<file path="src/rtl/axis_packet_master_if.sv">
// axis_packet_master_if: user write side plus AXI4-Stream master bundle for axis_packet_master
interface axis_packet_master_if #(parameter int DEPTH = 16, parameter int LEN_W = 5);
  logic wr_en;
  logic [7:0] wr_data;
  logic [LEN_W-1:0] pkt_len;
  logic full;
  logic [$clog2(DEPTH):0] fifo_count;
  logic busy;
  logic [7:0] m_axis_tdata;
  logic m_axis_tvalid;
  logic m_axis_tlast;
  logic m_axis_tready;
  modport master(
    input wr_en, wr_data, pkt_len, m_axis_tready,
    output full, fifo_count, busy, m_axis_tdata, m_axis_tvalid, m_axis_tlast
  );
  modport slave(
    output wr_en, wr_data, pkt_len, m_axis_tready,
    input full, fifo_count, busy, m_axis_tdata, m_axis_tvalid, m_axis_tlast
  );
endinterface

</file>
<file path="src/rtl/axis_packet_master.sv">
// axis_packet_master: byte FIFO that emits fixed-length AXI4-Stream packets once a whole packet is stored
// Ports: m_axis_aclk clock, m_axis_arst async active-high reset, bus (master modport) with the user
// write side (wr_en, wr_data, pkt_len, full, fifo_count, busy) and the AXIS master (tdata/tvalid/tlast/tready).
// Macro AXIS_PKT_STATS_EN adds pkt_sent (completed packets, wrapping) and stall_seen (sticky tready-low flag).
module axis_packet_master #(
  parameter int DEPTH = 16,
  parameter int LEN_W = 5
) (
  input logic m_axis_aclk,
  input logic m_axis_arst,
  axis_packet_master_if.master bus
`ifdef AXIS_PKT_STATS_EN
  ,
  output logic [15:0] pkt_sent,
  output logic stall_seen
`endif
);
  localparam int AW = $clog2(DEPTH);
  localparam int CW = AW + 1;
  localparam int MW = CW > LEN_W ? CW : LEN_W;
  typedef enum logic {IDLE, STREAM} state_t;
  state_t state_q, state_d;
  logic [7:0] mem_q [DEPTH];
  logic [AW-1:0] wr_ptr_q, wr_ptr_d, rd_ptr_q, rd_ptr_d;
  logic [CW-1:0] count_q, count_d;
  logic [LEN_W-1:0] beat_q, beat_d, len_q, len_d, len_eff;
  logic wr_acc, fire, last, stream;
  always_comb begin
    stream = state_q == STREAM;
    len_eff = bus.pkt_len == '0 ? LEN_W'(1) : bus.pkt_len;
    wr_acc = bus.wr_en && count_q != CW'(DEPTH);
    last = stream && beat_q == len_q - LEN_W'(1);
    fire = stream && bus.m_axis_tready;
    wr_ptr_d = wr_ptr_q + AW'(wr_acc);
    rd_ptr_d = rd_ptr_q + AW'(fire);
    count_d = count_q + CW'(wr_acc) - CW'(fire);
    state_d = state_q;
    beat_d = beat_q;
    len_d = len_q;
    if (!stream && MW'(count_q) >= MW'(len_eff)) begin
      state_d = STREAM;
      beat_d = '0;
      len_d = len_eff;
    end else if (fire) begin
      beat_d = beat_q + LEN_W'(1);
      state_d = last ? IDLE : STREAM;
    end
  end
  always_ff @(posedge m_axis_aclk or posedge m_axis_arst) begin
    if (m_axis_arst) begin
      state_q <= IDLE;
      wr_ptr_q <= '0;
      rd_ptr_q <= '0;
      count_q <= '0;
      beat_q <= '0;
      len_q <= LEN_W'(1);
    end else begin
      state_q <= state_d;
      wr_ptr_q <= wr_ptr_d;
      rd_ptr_q <= rd_ptr_d;
      count_q <= count_d;
      beat_q <= beat_d;
      len_q <= len_d;
    end
  end
  // storage is never reset; the pointer reset makes old contents unreachable
  always_ff @(posedge m_axis_aclk) begin
    if (wr_acc) mem_q[wr_ptr_q] <= bus.wr_data;
  end
  assign bus.full = count_q == CW'(DEPTH);
  assign bus.fifo_count = count_q;
  assign bus.busy = stream;
  assign bus.m_axis_tvalid = stream;
  assign bus.m_axis_tdata = stream ? mem_q[rd_ptr_q] : 8'h00;
  assign bus.m_axis_tlast = last;
`ifdef AXIS_PKT_STATS_EN
  logic [15:0] pkt_sent_q, pkt_sent_d;
  logic stall_q, stall_d;
  always_comb begin
    pkt_sent_d = pkt_sent_q + 16'(fire && last);
    stall_d = stall_q | (stream && !bus.m_axis_tready);
  end
  always_ff @(posedge m_axis_aclk or posedge m_axis_arst) begin
    if (m_axis_arst) begin
      pkt_sent_q <= '0;
      stall_q <= 1'b0;
    end else begin
      pkt_sent_q <= pkt_sent_d;
      stall_q <= stall_d;
    end
  end
  assign pkt_sent = pkt_sent_q;
  assign stall_seen = stall_q;
`endif
endmodule

</file>
<file path="src/flat_wrapper.sv">
// flat-port wrapper written by rule: the top's interface ports become plain ports
module axis_packet_master_flat 
#(
  parameter int DEPTH = 16,
  parameter int LEN_W = 5
)
  (m_axis_aclk, m_axis_arst, bus_wr_en, bus_wr_data, bus_pkt_len, bus_m_axis_tready, bus_full, bus_fifo_count, bus_busy, bus_m_axis_tdata, bus_m_axis_tvalid, bus_m_axis_tlast);
  axis_packet_master_if #(.DEPTH(DEPTH), .LEN_W(LEN_W)) bus_i ();
  input logic m_axis_aclk;
  input logic m_axis_arst;
  input wire logic [$bits(bus_i.wr_en)-1:0] bus_wr_en;
  input wire logic [$bits(bus_i.wr_data)-1:0] bus_wr_data;
  input wire logic [$bits(bus_i.pkt_len)-1:0] bus_pkt_len;
  input wire logic [$bits(bus_i.m_axis_tready)-1:0] bus_m_axis_tready;
  output wire logic [$bits(bus_i.full)-1:0] bus_full;
  output wire logic [$bits(bus_i.fifo_count)-1:0] bus_fifo_count;
  output wire logic [$bits(bus_i.busy)-1:0] bus_busy;
  output wire logic [$bits(bus_i.m_axis_tdata)-1:0] bus_m_axis_tdata;
  output wire logic [$bits(bus_i.m_axis_tvalid)-1:0] bus_m_axis_tvalid;
  output wire logic [$bits(bus_i.m_axis_tlast)-1:0] bus_m_axis_tlast;
  assign bus_i.wr_en = bus_wr_en;
  assign bus_i.wr_data = bus_wr_data;
  assign bus_i.pkt_len = bus_pkt_len;
  assign bus_i.m_axis_tready = bus_m_axis_tready;
  assign bus_full = bus_i.full;
  assign bus_fifo_count = bus_i.fifo_count;
  assign bus_busy = bus_i.busy;
  assign bus_m_axis_tdata = bus_i.m_axis_tdata;
  assign bus_m_axis_tvalid = bus_i.m_axis_tvalid;
  assign bus_m_axis_tlast = bus_i.m_axis_tlast;
  axis_packet_master #(.DEPTH(DEPTH), .LEN_W(LEN_W)) u_core (.m_axis_aclk(m_axis_aclk), .m_axis_arst(m_axis_arst), .bus(bus_i));
endmodule
</file>
<file path="config.mk">
export PLATFORM = sky130hd
export DESIGN_NAME = axis_packet_master_flat
export DESIGN_NICKNAME = d
export VERILOG_FILES = /design/src/rtl/axis_packet_master_if.sv /design/src/rtl/axis_packet_master.sv /design/src/flat_wrapper.sv
export SDC_FILE = /design/constraint.sdc
export NUM_CORES = 1
export LEC_CHECK = 0
export CORE_MARGIN = 3
export CORE_UTILIZATION = 54
export DETAILED_ROUTE_END_ITERATION = 10
export HOLD_SLACK_MARGIN = 0.08
export MAX_ROUTING_LAYER = met4
export PLACE_DENSITY_LB_ADDON = 0.2
export SLEW_MARGIN = 5
export SYNTH_ARGS = -nofsm -noshare
export SYNTH_HDL_FRONTEND = slang
export SYNTH_SLANG_ARGS = --single-unit
</file>
<file path="constraint.sdc">
create_clock -name m_axis_aclk -period 2.2 [get_ports m_axis_aclk]
set_input_delay 0.22 -clock m_axis_aclk [delete_from_list [all_inputs] [get_ports m_axis_aclk]]
set_output_delay 0.22 -clock m_axis_aclk [all_outputs]
set_load 0.005 [all_outputs]
</file>
==> images/logic_types.png <==
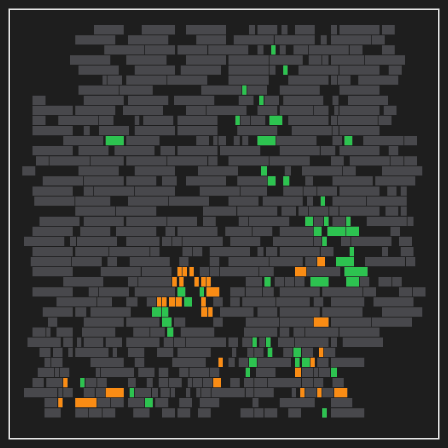
Green marks NAND gates, cells 46, most used nand2_1. Orange marks NOR gates, cells 31, most used nor2_1.

==> images/flops_by_reg.png <==
The bar under the picture is 20 um long. Other sequential cells in the stronger grey, the rest of the logic in the fainter grey.
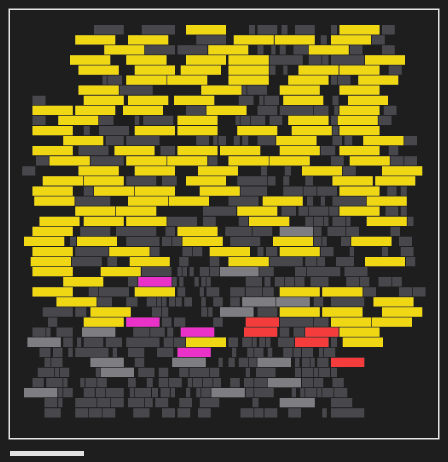
Magenta marks u_core.wr_ptr_q, placed flops 4, where bottom middle. Yellow marks u_core.mem_q, placed flops 128. Red marks u_core.beat_q, placed flops 5.
Another 15 sequential cells are not coloured.

==> images/congestion.png <==
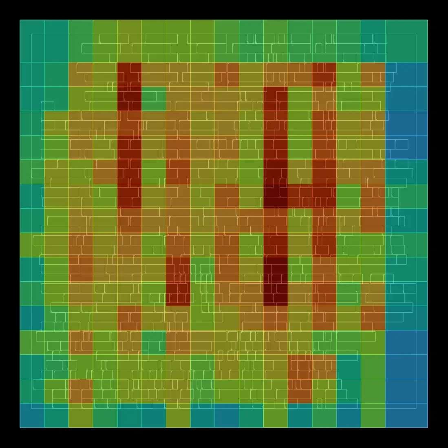
routed wirelength normalized by instance count: 21.0 um
total routing usage reported by global routing: 0.227

==> images/wires.png <==
The bar under the picture is 20 um long. Only two layers are drawn.
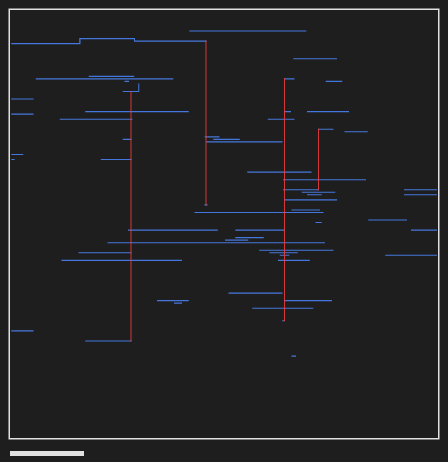
Blue marks metal 3, wire length 723 um. Red marks metal 4, wire length 193 um.

==> impl_summary.log <==
[report] implementation figures
INFO  metric outcome = finished, violations left
INFO  metric failed_checks = negative setup slack
INFO  metric adder_share = 0.0359
INFO  metric layout_cell_share_with_drive_strength_beyond_1 = 0.328
INFO  metric largestPowerGroup = combinational cells
INFO  metric cell_internal_pwr = 0.00746 W
INFO  metric synth-warning-count = 0
INFO  metric timing_worst_slew_pin_value = 0.695 ns
INFO  metric layout_min_cycle_time = 2.35 ns
INFO  metric aoi_share = 0.0367
INFO  metric share_seq_of_total_power = 0.358
INFO  metric fp.dieW = 115 um
INFO  metric timing.critical_path.from_type = flop
INFO  metric mappedNetlistArea = 0.00647 mm2
INFO  metric drt-initial-drc-count = 325
INFO  metric min_period_over_period = 1.07
INFO  metric die_h = 115 um
INFO  metric placement.setup.worst_slack = -0.244 ns
INFO  metric cts_sinks = 152
INFO  metric clock_area_frac = 0.0668
INFO  metric wl_met2 = 6460 um
INFO  metric yosysTopAreaCell = sky130_fd_sc_hd__edfxtp_1
INFO  metric report.final.slew_viol_count = 0
INFO  metric fmaxAchievable = 0.426 GHz
INFO  metric endpoint = bus_m_axis_tdata[2]
INFO  metric drt_pre_antenna_iters = 5
INFO  metric wl_met3 = 722 um
INFO  metric depth_of_the_critical_timing_path_with_buffers_and_inverters_included = 6
INFO  metric total_cell_area_at_the_placement_stage = 0.00722 mm2
INFO  metric swShare = 0.329
INFO  metric finish.net_count = 522
INFO  metric critPathMaxFanout = 7
INFO  metric grt_first_pass_wirelength = 21200 um
INFO  metric power.leakage = 3.05 nW
INFO  metric cp-end-kind = primary output
INFO  metric cts.repair.resized = 76
INFO  metric regToRegSetupSlack = 0.15 ns
INFO  metric yosys_register_bits = 152
INFO  metric register_area = 0.00445 mm2
INFO  metric cts_setup_buffers = 12
INFO  metric syn-num-nets = 422
INFO  metric syn_avg_cell_area = 16.7 um2
INFO  metric worstSetupPathType = flop to primary output
INFO  metric largest_cell_class = flip-flops and latches
INFO  metric crit_path_top_delay_cell = sky130_fd_sc_hd__mux4_2
INFO  metric worst_slack = -0.147 ns
INFO  metric timing.critical_path.max_delay_family = multiplexers
INFO  metric route.detailed.drc = 0
INFO  metric number_of_unique_standard_cell_types_used_by_synthesis = 40
INFO  metric mux_area_frac = 0.123
INFO  metric globalplace.congestion = 0.812
INFO  metric via_per_inst = 5.69
INFO  metric h-tree-depth = 4
INFO  metric detail-route-antenna-nets = 0
INFO  metric synthesis.instances = 387
INFO  metric post_synth_tally_of_flip_flops_with_integrated_enable = 128
INFO  metric ioPinCount = 34
INFO  metric postSynth.topFlopCell = sky130_fd_sc_hd__edfxtp_1
INFO  metric stdcell_count = 643
INFO  metric timing.clock.skew = 0.00809 ns
INFO  metric num_antenna_cells = 0
INFO  metric fp_util = 0.560
INFO  metric most-common-layout-cells = sky130_fd_sc_hd__edfxtp_1, sky130_fd_sc_hd__buf_4, sky130_fd_sc_hd__mux2i_1, sky130_fd_sc_hd__clkdlybuf4s50_1, sky130_fd_sc_hd__dfrtp_1
INFO  metric num_vias = 3656
INFO  metric core_area = 0.0116 mm2
INFO  metric required = 1.98 ns
INFO  metric multi_input_comb_cells = 205
INFO  metric pg_clk = 0.00263 W
INFO  metric nWellTaps = 143
INFO  metric clock_power_share = 0.237
INFO  metric ys_seq_share = 0.687
INFO  metric finalWirelength = 13500 um
INFO  metric finalSetupViolCount = 8
INFO  metric crit_buf_inv = 3
INFO  metric warnings = 29
INFO  metric comb_area_frac = 0.246
INFO  metric place.port_buffers = 33
INFO  metric p_comb_frac = 0.405
INFO  metric r2r_cells = 11
INFO  metric max_stage_delay = 0.53 ns
INFO  metric number_of_hold_slack_violations_in_the_final_timing_report = 0
INFO  metric p_total = 0.0111 W
INFO  metric fillCellCount = 771
INFO  metric grt_setup_unrepaired = yes
INFO  metric synthTopCellsByArea = sky130_fd_sc_hd__edfxtp_1, sky130_fd_sc_hd__dfrtp_1, sky130_fd_sc_hd__mux2i_1, sky130_fd_sc_hd__ha_1, sky130_fd_sc_hd__mux4_1
INFO  metric timing.slew.headroom = 0.535
INFO  metric crit_path_cell_chain = buf_8 > buf_6 > mux4_2 > o221ai_2 > nand2_1 > buf_2
INFO  metric flops = 152
INFO  metric cts_tree = yes
INFO  metric max-vdd-ir-drop = 0.000921 V
INFO  metric cts_root_buf = sky130_fd_sc_hd__clkbuf_16
INFO  metric yosys_area = 0.00647 mm2
INFO  metric worst-endpoint-arrival = 2.13 ns
INFO  metric num-clock-buffers = 18
INFO  metric totalNegativeSetupSlack = -0.773 ns
INFO  metric cts.hold.buffers_added = 0
INFO  metric die_area = 0.0133 mm2
INFO  metric buffers_excl_clock = 96
-- metal layers --
layer,track usage,up-vias
li1,-,1679
met1,0.319,1857
met2,0.339,103
met3,0.0475,17
met4,0.0728,0
met5,-,-
-- worst min-delay path, delay by kind of cell --
family	cells	cell delay, ns
buffers and inverters	3	0.75
-- state kept, by name, summed over array words and instances (netlist names) --
signal,count
u_core.bus.busy,1
u_core.rd_ptr_q,4
u_core.mem_q,128
u_core.bus.fifo_count,5
u_core.wr_ptr_q,4
u_core.beat_q,5
u_core.len_q,5
-- cell usage after synthesis (2+ instances only) --
library cell,number
sky130_fd_sc_hd__ha_1,17
sky130_fd_sc_hd__buf_6,3
sky130_fd_sc_hd__nand3b_1,2
sky130_fd_sc_hd__buf_12,3
sky130_fd_sc_hd__mux2_2,8
sky130_fd_sc_hd__mux4_1,8
sky130_fd_sc_hd__nand2_1,21
sky130_fd_sc_hd__xnor2_1,8
sky130_fd_sc_hd__o21ai_0,4
sky130_fd_sc_hd__nand3_1,10
sky130_fd_sc_hd__nand2b_1,10
sky130_fd_sc_hd__a21o_1,2
sky130_fd_sc_hd__mux4_2,9
sky130_fd_sc_hd__mux2i_1,23
sky130_fd_sc_hd__nand4_1,3
sky130_fd_sc_hd__xor2_1,11
sky130_fd_sc_hd__o221ai_1,7
sky130_fd_sc_hd__a22oi_1,6
sky130_fd_sc_hd__dfrtp_1,23
sky130_fd_sc_hd__a21oi_1,11
sky130_fd_sc_hd__edfxtp_1,128
sky130_fd_sc_hd__a31oi_1,3
sky130_fd_sc_hd__nor2b_1,3
sky130_fd_sc_hd__buf_4,5
sky130_fd_sc_hd__clkbuf_1,3
sky130_fd_sc_hd__nor3_1,6
sky130_fd_sc_hd__mux2_4,4
sky130_fd_sc_hd__inv_1,15
sky130_fd_sc_hd__nor2_1,20
Power is estimated from default activity; no workload was simulated.
